<file path="src/rtl/pc_gen.sv">
// rtl/pc_gen.sv - program-counter generator at the head of the fetch stage
//
// Holds the fetch address and advances it under a valid/ready handshake with
// fetch. Trap and branch redirects are applied regardless of the handshake.
// Predecoded call/return hints are applied only when fetch accepts pc_o.
// All outputs are registered except pc_plus4_o.
//
// Optional feature macro: PC_GEN_RAS_EN adds a circular return-address stack.
// When the macro is undefined, a return hint is treated as sequential.
//
// Parameters:
//   X_LEN     address width in bits (>= 8)
//   RESET_VEC PC value after reset (word aligned)
//   RAS_DEPTH return-address-stack entries (power of two, >= 2)
//
// Ports:
//   clk_i          clock, rising edge
//   rst_n_i        asynchronous active-low reset
//   fetch_ready_i  fetch accepts pc_o this cycle
//   trap_i         trap taken, load trap_vec_i (highest priority)
//   trap_vec_i     trap target
//   redirect_i     mispredict resolved in EX, load redirect_pc_i
//   redirect_pc_i  correct target
//   pred_call_i    instruction at pc_o is a direct call
//   pred_ret_i     instruction at pc_o is a return
//   pred_target_i  direct call target
//   pc_o           current fetch address
//   pc_valid_o     pc_o is valid for fetch
//   pc_plus4_o     pc_o + 4, combinational
module pc_gen #(
  parameter int unsigned       X_LEN     = 32,
  parameter logic [X_LEN-1:0]  RESET_VEC = '0,
  parameter int unsigned       RAS_DEPTH = 4
) (
  input  logic             clk_i,
  input  logic             rst_n_i,
  input  logic             fetch_ready_i,
  input  logic             trap_i,
  input  logic [X_LEN-1:0] trap_vec_i,
  input  logic             redirect_i,
  input  logic [X_LEN-1:0] redirect_pc_i,
  input  logic             pred_call_i,
  input  logic             pred_ret_i,
  input  logic [X_LEN-1:0] pred_target_i,
  output logic [X_LEN-1:0] pc_o,
  output logic             pc_valid_o,
  output logic [X_LEN-1:0] pc_plus4_o
);

  typedef enum logic {
    ST_BOOT = 1'b0,
    ST_RUN  = 1'b1
  } state_e;

  state_e           state_q, state_d;
  logic [X_LEN-1:0] pc_q, pc_d;
  logic             pc_valid_q, pc_valid_d;
  logic             fire;
  logic [X_LEN-1:0] seq_pc;

  // Targets lose their low two bits; misalignment is reported elsewhere.
  function automatic logic [X_LEN-1:0] align(input logic [X_LEN-1:0] a);
    return {a[X_LEN-1:2], 2'b00};
  endfunction

  // Keeps RAS_DEPTH referenced in builds without the stack.
  if (RAS_DEPTH < 2) begin : g_ras_depth_too_small
  end

  assign pc_plus4_o = pc_q + X_LEN'(4);
  assign seq_pc     = align(pc_plus4_o);
  assign fire       = pc_valid_q & fetch_ready_i;
  assign pc_o       = pc_q;
  assign pc_valid_o = pc_valid_q;

`ifdef PC_GEN_RAS_EN
  localparam int unsigned PTR_W = $clog2(RAS_DEPTH);
  localparam int unsigned CNT_W = $clog2(RAS_DEPTH + 1);

  logic [X_LEN-1:0] ras_q [RAS_DEPTH];
  logic [X_LEN-1:0] ras_d [RAS_DEPTH];
  // ras_ptr points at the next free slot; the top entry is one below it.
  // Pushing onto a full stack simply overwrites the oldest slot.
  logic [PTR_W-1:0] ras_ptr_q, ras_ptr_d;
  logic [CNT_W-1:0] ras_cnt_q, ras_cnt_d;
  logic [PTR_W-1:0] ras_top;

  assign ras_top = ras_ptr_q - PTR_W'(1);
`endif

  always_comb begin
    pc_d       = pc_q;
    state_d    = ST_RUN;
    pc_valid_d = 1'b1;
`ifdef PC_GEN_RAS_EN
    ras_d      = ras_q;
    ras_ptr_d  = ras_ptr_q;
    ras_cnt_d  = ras_cnt_q;
`endif
    if (trap_i) begin
      pc_d = align(trap_vec_i);
`ifdef PC_GEN_RAS_EN
      ras_cnt_d = '0;
`endif
    end else if (redirect_i) begin
      pc_d = align(redirect_pc_i);
    end else if (fire && pred_call_i) begin
      pc_d = align(pred_target_i);
`ifdef PC_GEN_RAS_EN
      ras_d[ras_ptr_q] = pc_plus4_o;
      ras_ptr_d        = ras_ptr_q + PTR_W'(1);
      if (ras_cnt_q != CNT_W'(RAS_DEPTH)) begin
        ras_cnt_d = ras_cnt_q + CNT_W'(1);
      end
`endif
    end else if (fire && pred_ret_i) begin
`ifdef PC_GEN_RAS_EN
      if (ras_cnt_q != '0) begin
        pc_d      = align(ras_q[ras_top]);
        ras_ptr_d = ras_top;
        ras_cnt_d = ras_cnt_q - CNT_W'(1);
      end else begin
        pc_d = seq_pc;
      end
`else
      pc_d = seq_pc;
`endif
    end else if (fire) begin
      pc_d = seq_pc;
    end
  end

  always_ff @(posedge clk_i or negedge rst_n_i) begin
    if (!rst_n_i) begin
      state_q    <= ST_BOOT;
      pc_q       <= RESET_VEC;
      pc_valid_q <= 1'b0;
`ifdef PC_GEN_RAS_EN
      ras_ptr_q  <= '0;
      ras_cnt_q  <= '0;
      for (int i = 0; i < int'(RAS_DEPTH); i++) begin
        ras_q[i] <= '0;
      end
`endif
    end else begin
      state_q    <= state_d;
      pc_q       <= pc_d;
      pc_valid_q <= pc_valid_d && (state_d == ST_RUN);
`ifdef PC_GEN_RAS_EN
      ras_ptr_q  <= ras_ptr_d;
      ras_cnt_q  <= ras_cnt_d;
      ras_q      <= ras_d;
`endif
    end
  end

endmodule

</file>
<file path="config.mk">
export PLATFORM = sky130hd
export DESIGN_NAME = pc_gen
export DESIGN_NICKNAME = d
export VERILOG_FILES = /design/src/rtl/pc_gen.sv
export SDC_FILE = /design/constraint.sdc
export NUM_CORES = 1
export LEC_CHECK = 0
export CORE_UTILIZATION = 42
export CTS_BUF_LIST = sky130_fd_sc_hd__clkbuf_8 sky130_fd_sc_hd__clkbuf_16
export CTS_CLUSTER_DIAMETER = 40
export DETAILED_ROUTE_END_ITERATION = 16
export PLACE_DENSITY_LB_ADDON = 0.15
export SLEW_MARGIN = 20
export SYNTH_ARGS = -nofsm -noshare
export SYNTH_HDL_FRONTEND = slang
export SYNTH_SLANG_ARGS = --single-unit
</file>
<file path="constraint.sdc">
create_clock -name clk_i -period 6.8 [get_ports clk_i]
set_input_delay 1.7 -clock clk_i [delete_from_list [all_inputs] [get_ports clk_i]]
set_output_delay 1.7 -clock clk_i [all_outputs]
set_load 0.1 [all_outputs]
</file>
==> images/final_congestion.png <==
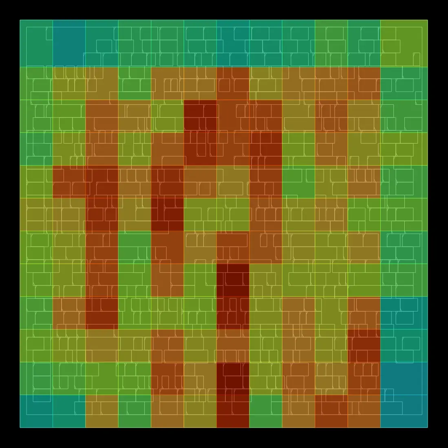
grt met3 use: 0.0423
GRT Total Usage: 0.294

==> images/clock_map.png <==
(4 px per µm)
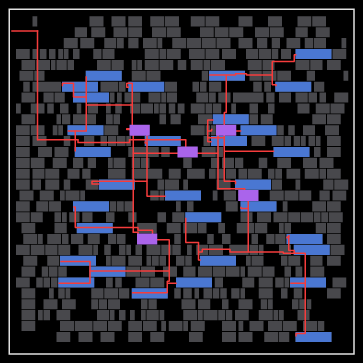
[clock wires] red | length: 537 µm
[flip-flops] blue | count: 31
[cells driving clock nets] purple | count: 5
routed clock nets	6
Worst Skew: 0.00457 ns
Clock Power: 167 µW

==> images/port_nets.png <==
(3 px per µm)
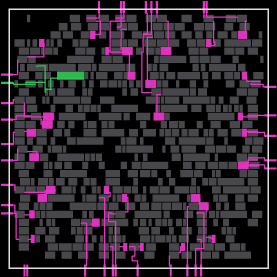
port	colour	bits	direction	edge	end cells	wire
`pc_valid_o`	green	1	output	left	1	44.4 µm
`redirect_pc_i`	magenta	32	input	11 bottom, 8 left, 8 top, 5 right	32	503 µm

==> images/density.png <==
(4 px per µm) 9 x 9 tiles, from dark blue (low) to red (high), 0 to 100% covered.
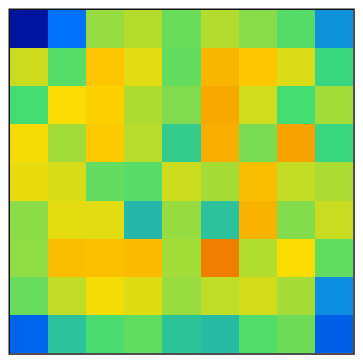
tiles over 75% full	17%
mean over tiles	61%
fullest tile	86%

==> images/met4.png <==
(4 px per µm) Supply wires on this layer in grey.
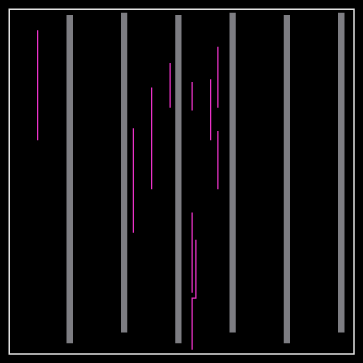
share of all routed wire	1.8%
nets with wire on the layer	8
longest straight run	27.2 µm
wire length on this layer	188 µm
main direction	vertical

==> impl_metrics.ini <==
; physical design summary
[clock_tree]
clkLatencyLatePin_ns = 0.29
post_cts_resized = 0
post_cts.repair.setup_buffers = 0
clock_path_buffers = 2
clkTransAtPathRegs_ns = 0.07
htreeDepth = 2
cts_sinks = 31
cts-root-buf = clkbuf_8

[sta]
finalCriticalPeriod_ns = 4.98
finalMaxSlewViolations = 0
final.setup.tns_ns = 0
maxSlewHeadroom = 0.323
worst_pin_slew_ns = 1.01
finalClockPeriodUsage = 0.732
max_freq_mhz = 201

[floorplan]
core_util_floorplan = 0.434
row_count = 30
core-area_um2 = 6790
ioPinCount = 168

[power_and_ir_drop]
clkPwrFrac = 0.151
p_switching_uw = 617
total_power_uw = 1100
internal_power_uw = 488
peakVddDrop_uv = 171
power_density_nw_per_um2 = 240
pwr-share-comb = 0.619
p_leak_uw = 0.00173

[worst_setup_path]
arrival_ns = 3.28
critical_path_required_ns = 5.10
critical_path.endpoint_type = output pin
worstReg2RegEnd = pc_o[28]
path_cells = ha_1, and3_1, nand3_1, nor4_4, xor2_1, clkdlybuf4s50_1
crit_cells = 6
max_stage_delay_ns = 1.16
critPathLaunch = pc_o[3]
crit_buf_inv = 1
crit_fanout = 8

[yosys]
yosysMostFrequentCell = dfrtp_1
synth_top_area_share = 0.263
ys_seq_frac = 0.263
netlist_instances = 373
synth_cell_types = 66
synth_area_um2 = 2950
postSynthAreaPerCell_um2 = 7.91
yosys.area_share.aoi = 0.302
common_cells = dfrtp_1, nor2_1, o21ai_0
yosysCellCount = 373
async_flop_share = 1.00

[routing]
dr.pass1.iters = 6
drt-total-wl_um = 10700
viasPerCell = 5.89
vias = 3556
antenna_left = 0
wire_per_inst_um = 17.8
drtIter0Drc = 250
drcViolationCount = 0

[place]
place_congestion = 0.786
place_area_um2 = 4510
dp.final_hpwl_um = 7430

[cells_and_area]
utilization = 0.678
nFillCells = 579
seq_area_um2 = 776
nets = 611
finish.instance_area_um2 = 4610

[global_route]
grt_pass1_wl_um = 17000
grt_max_degree = 59
overflow = 0
met1_usage = 0.403

[hold_path]
holdPathStages = 2
min_from = pc_o[3]

[run_status]
status = finished clean

[flow_run]
warning_count = 33
-- cell families (layout without fill, tap and decap cells) --
group           after synthesis  count (layout)
xor+xnor                     24              24
buf+inv                      46             178
fa+ha+maj                     1               1
compound gates              125             125
flops                        31              31
other cells                   2               5
simple gates                142             142
mux                           2               2
-- per-layer routing --
metal  up-vias  routed length [µm]
met5         -                   0
met2       175                5100
met1      1680                4700
li1       1679                   -
met4         0                 187
met3        22                 761
-- power by group through the flow --
stage,sequential (µW),combinational (µW),clock [µW]
floorplan,414,338,0
global placement,255,678,0
detailed placement,256,683,0
CTS,253,685,166
global route,258,709,175
finish,254,684,167
-- worst min-delay path: stages, from the launching register on --
cell	delay, ns
dfrtp_1	0.41
nand2_1	0.06
o21ai_0	0.07
-- area by class of cell --
cell class	instances	area share
multi-input cells	299	0.432
repair buffers	161	0.345
flip-flops and latches	31	0.168
well taps	96	0.0261
clock buffers	7	0.0209
inverters	9	0.00733
clock inverters	1	0.000815
-- cell usage in the layout (no fill, tap or decap), types with 3 or more instances in the layout --
cell type        count
xnor2_1             16
xor2_1               8
and4_1               4
o31ai_1              8
a21oi_1             24
and2_1               3
and3_1              10
conb_1               5
nor2b_1              3
o311ai_1             4
nor3_1              11
buf_4                5
a31o_2               5
a221oi_1             7
nor2_1              28
o2bb2ai_1            3
o31a_1               4
nand3_1             20
or2_2                3
a222oi_1             6
a32o_1               6
nand4_1              5
inv_1                9
dfrtp_1             31
nor3b_1              5
clkbuf_8             7
nand2b_1            11
nor4_1               3
clkdlybuf4s50_1    154
o21ai_0             27
o22ai_1              6
nand2_1             21
nand4_2              3
-- per-stage QoR --
stage,setup WS (ns),cells
2_1_floorplan,1.51,376
3_3_place_gp,2.13,596
3_5_place_dp,2.13,596
4_1_cts,1.80,604
5_1_grt,1.60,604
6_report,1.82,604
No activity file was given, so power comes from the tool's default toggle rates.
